--- src/rtl/sram_fetch_rd.sv ---
// Instruction-SRAM read initiator: walks a byte PC, issues credit-limited reads,
// buffers 1-cycle-latency responses in a small FIFO and serves them over valid/ready.
module sram_fetch_rd #(
  parameter int          ADDR_W     = 15,
  parameter int          DATA_W     = 32,
  parameter logic [31:0] RESET_PC   = 32'h0000_0000,
  parameter int          FIFO_DEPTH = 2
) (
  input  logic              clk_i,
  input  logic              rst_i,
  input  logic              flush_i,
  input  logic [31:0]       flush_pc_i,
  output logic [ADDR_W-1:0] sram_addr_o,
  output logic              sram_ren_o,
  input  logic [DATA_W-1:0] sram_data_i,
  output logic              inst_valid_o,
  output logic [DATA_W-1:0] inst_o,
  output logic [31:0]       inst_pc_o,
  input  logic              inst_ready_i
);

  localparam int PTR_W = $clog2(FIFO_DEPTH);
  localparam int CNT_W = $clog2(FIFO_DEPTH + 1);
  localparam logic [CNT_W:0] DEPTH_C = (CNT_W + 1)'(FIFO_DEPTH);

  logic [31:0]       pc_q, pc_d;
  logic              inflight_q, inflight_d;
  logic [31:0]       inflight_pc_q, inflight_pc_d;
  logic [PTR_W-1:0]  wr_ptr_q, wr_ptr_d;
  logic [PTR_W-1:0]  rd_ptr_q, rd_ptr_d;
  logic [CNT_W-1:0]  count_q, count_d;
  logic [DATA_W-1:0] data_mem_q [FIFO_DEPTH];
  logic [31:0]       pc_mem_q   [FIFO_DEPTH];

  logic              pop;
  logic              push;
  logic [CNT_W:0]    occupancy;

  assign inst_valid_o = (count_q != '0);
  assign inst_o       = data_mem_q[rd_ptr_q];
  assign inst_pc_o    = pc_mem_q[rd_ptr_q];
  assign sram_addr_o  = pc_q[ADDR_W+1:2];

  assign pop  = inst_valid_o & inst_ready_i & ~flush_i;
  assign push = inflight_q & ~flush_i;

  // Credit counts the in-flight read as occupied so a response never lands in a full FIFO.
  assign occupancy  = {1'b0, count_q} + (CNT_W + 1)'(inflight_q) - (CNT_W + 1)'(pop);
  assign sram_ren_o = ~rst_i & ~flush_i & (occupancy < DEPTH_C);

  always_comb begin
    pc_d          = pc_q;
    inflight_d    = sram_ren_o;
    inflight_pc_d = inflight_pc_q;
    wr_ptr_d      = wr_ptr_q;
    rd_ptr_d      = rd_ptr_q;
    count_d       = count_q;
    if (flush_i) begin
      pc_d     = flush_pc_i;
      wr_ptr_d = '0;
      rd_ptr_d = '0;
      count_d  = '0;
    end else begin
      if (sram_ren_o) begin
        pc_d          = pc_q + 32'd4;
        inflight_pc_d = pc_q;
      end
      if (push) wr_ptr_d = wr_ptr_q + PTR_W'(1);
      if (pop)  rd_ptr_d = rd_ptr_q + PTR_W'(1);
      count_d = count_q + CNT_W'(push) - CNT_W'(pop);
    end
  end

  always_ff @(posedge clk_i or posedge rst_i) begin
    if (rst_i) begin
      pc_q          <= RESET_PC;
      inflight_q    <= 1'b0;
      inflight_pc_q <= '0;
      wr_ptr_q      <= '0;
      rd_ptr_q      <= '0;
      count_q       <= '0;
      for (int i = 0; i < FIFO_DEPTH; i++) begin
        data_mem_q[i] <= '0;
        pc_mem_q[i]   <= '0;
      end
    end else begin
      pc_q          <= pc_d;
      inflight_q    <= inflight_d;
      inflight_pc_q <= inflight_pc_d;
      wr_ptr_q      <= wr_ptr_d;
      rd_ptr_q      <= rd_ptr_d;
      count_q       <= count_d;
      if (push) begin
        data_mem_q[wr_ptr_q] <= sram_data_i;
        pc_mem_q[wr_ptr_q]   <= inflight_pc_q;
      end
    end
  end

endmodule

--- config.mk ---
export PLATFORM = sky130hd
export DESIGN_NAME = sram_fetch_rd
export DESIGN_NICKNAME = d
export VERILOG_FILES = /design/src/rtl/sram_fetch_rd.sv
export SDC_FILE = /design/constraint.sdc
export NUM_CORES = 1
export LEC_CHECK = 0
export CELL_PAD_IN_SITES_DETAIL_PLACEMENT = 1
export CELL_PAD_IN_SITES_GLOBAL_PLACEMENT = 1
export CORE_MARGIN = 4
export CORE_UTILIZATION = 46
export CTS_CLUSTER_SIZE = 40
export DETAILED_ROUTE_END_ITERATION = 6
export PLACE_DENSITY_LB_ADDON = 0.1
export SYNTH_ARGS = -nofsm -noshare
export SYNTH_HDL_FRONTEND = slang
export SYNTH_SLANG_ARGS = --single-unit
export TNS_END_PERCENT = 10
--- constraint.sdc ---
create_clock -name clk_i -period 12.9 [get_ports clk_i]
set_clock_uncertainty 0.1 [all_clocks]
set_input_delay 3.87 -clock clk_i [delete_from_list [all_inputs] [get_ports clk_i]]
set_output_delay 3.87 -clock clk_i [all_outputs]
set_load 0.05 [all_outputs]
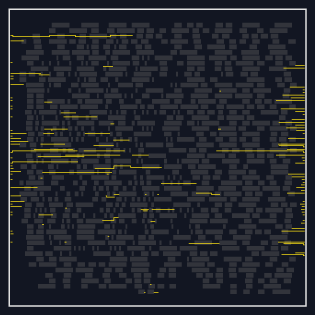
Fig. 1. Signal wires on met3.
(2 px per um) Cells faint in the background.
wire length on this layer: 914 um
share of all routed wire: 4.2%
longest straight run: 43.5 um
met3 Usage GRT: 0.0408
Total Wirelength: 21900 um

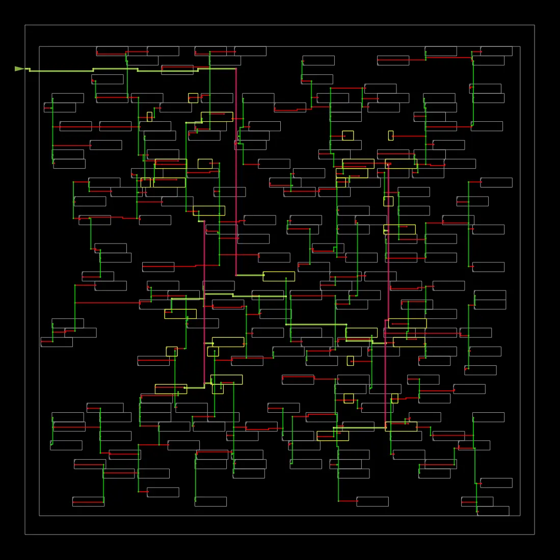
Fig. 2. The clock network.
sequential cell count: 197
# clk buffers: 19
clk_lat worst skew: 420 ps
Clk. pwr: 0.000506 W
clock sinks: 197

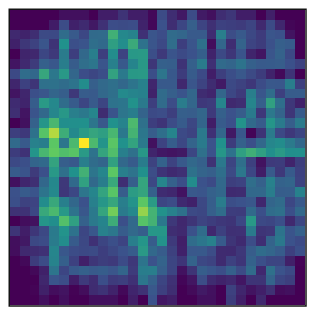
Fig. 3. Routed metal per tile.
(2 px per um) The die is cut into 30 by 30 equal tiles; dark purple is low, yellow is high, scaled to the fullest tile. Values are wire area over tile area, all layers added.
nearly empty tiles: 6.3%
mean over tiles: 0.16
densest ninth of the die: west
tiles over half the peak: 10%
fullest tile: 0.58
Via Count: 6122
Total Routing Usage GR: 0.209
Avg WL per Cell: 19.6 um

==> Changelog: implementation <==
### Implementation results

* ANT nets after route at 0
* Placed cells at 1086
* Final Hold Slack at 381 ps
* Row count at 50
* Die Span Y at 148 um
* Max Fanout on Critical Path at 49
* Adder share at 0.00781
* Final period util at 0.863
* Pleak at 4.90 nW
* Busiest layer in global routing: met2
* H-Tree Depth at 4
* Dominant logic cell types in the final layout: 196 x dfrtp_1, 194 x mux2_2, 147 x clkdlybuf4s50_1, 113 x nand2_1, 26 x nand3_1
* Worst setup path category: in2out
* Crit-path cells: clkdlybuf4s50_1 > buf_4 > nor2_1 > ha_1 > nand2b_1 > fa_1 > or3b_1 > or2_2 > clkinv_4 > buf_4
* Crit path to: sram_ren_o
* Maxcap violations at 0
* Met3 Routed Length at 914 um
* Worst R2R Start: count_q[1]
* Mapped Cells at 728
* Area leader share at 0.549
* Vias in the first global route at 7049
* Comb gates at 468
* Critical path's slowest cell: fa_1
* Reg2reg path depth at 12
* Power per standard cell area at 243 mW/mm^2
* VDD IR max at 0.106 mV
* Fin util at 0.586
* Initial antenna violation count at 1
* # hold bufs at CTS at 0
* Total power draw at 0.00270 W
* Comb area share at 0.337
* Switch Pwr at 0.00108 W
* Part of the power in registers at 0.383
* Period minus WS final at 11130 ps
* Cell variety after synth at 45
* Post-DP HPWL at 14400 um
* Chip width at 148 um
* Signal buf overhead at 0.136
* Worst path required time at 8930 ps
* Top Layer Used: met5
* Fmax at 89.8 MHz
* 1st-pass router iterations at 6
* Clock power frac at 0.188
* Fin nets at 918
* Placer Congestion at 0.795
* Mux area share at 0.247
* Fraction of the yosys area taken by sequential cells at 0.549
* Non-clock buffers at 152
* Combinational-cell power consumption at 0.00116 W
* AO/OA Area Share at 0.0462
* Final Hold Viols at 0
* Longest Clk Path Bufs at 2
* Outcome: finished clean
* Clock transition at the registers of the reported paths at 70 ps
* Synth Flop Type: dfrtp_1
* # resized after CTS at 0
* Inverters at 9
* Reg2reg setup slack at 8670 ps
* Mean post-synth cell area at 12.3 um^2
* DRC violations left at 0
* Number of enable flip-flop cells at 0
* I/O Pins at 149
* Final setup violation count at 0
* Hold depth at 2
* #FFs+latches synth at 197
* Biggest regs: data_mem_q (64), pc_mem_q (64)
* Reg-to-Reg End: pc_q[14]
* Most Frequent Cell on Critical Path: buf_4
* Seq. cell area at 0.00493 mm^2
* Pre-Place Util at 0.473
* Global-route wire length before repair at 36800 um
* Ys async rst share at 1.00
* Startpoint types: primary input
* Syn_nets at 801
* CTS tree: built
* Synthesized area at 0.00897 mm^2
* Top cells by area: dfrtp_1 55%, mux2_2 24%, nand2_1 4.7%
* Slew of the pin with the lowest slew margin at 1260 ps
* Worst Path Buf+Inv at 4
* Fill cell count at 1935
* N_diodes at 0
* RSZ-0062 raised after global routing: no
* Routed vias/inst at 5.48
* Crit-path max cell delay at 480 ps
* Tap cells at 260
* Tool warnings at 28
* Cell internal pwr at 0.00162 W
* Min-delay src: pc_q[0]
* Largest net degree at the start of global routing at 116
* Iter 0 DRT Violations at 260
* Yosys chip area at 0.00897 mm^2
* Die area at 0.0218 mm^2
* Overflow after GRT at 0
* Placed cell area at 0.0106 mm^2
* Seq power at 0.00103 W
* Worst hold endpoint: inflight_pc_q[0]
* Total CTS buffers at 17
* Synth-to-Final Area Change at 23.8%
* Heaviest power group: combinational cells
* Seq area share at 0.444
* Worst setup margin at 1770 ps
* Post-synth top area cell: dfrtp_1
* Routed met2 length at 11100 um
* Clk root buf: clkbuf_16
* Pre-CTS WS at 1770 ps
* Yosys warns at 0
* Crit end category: primary output
* Core Area at 0.0190 mm^2
* Normalized max-slew margin at 0.159
* M1 wire length at 9450 um
Power is estimated from default activity; no workload was simulated.
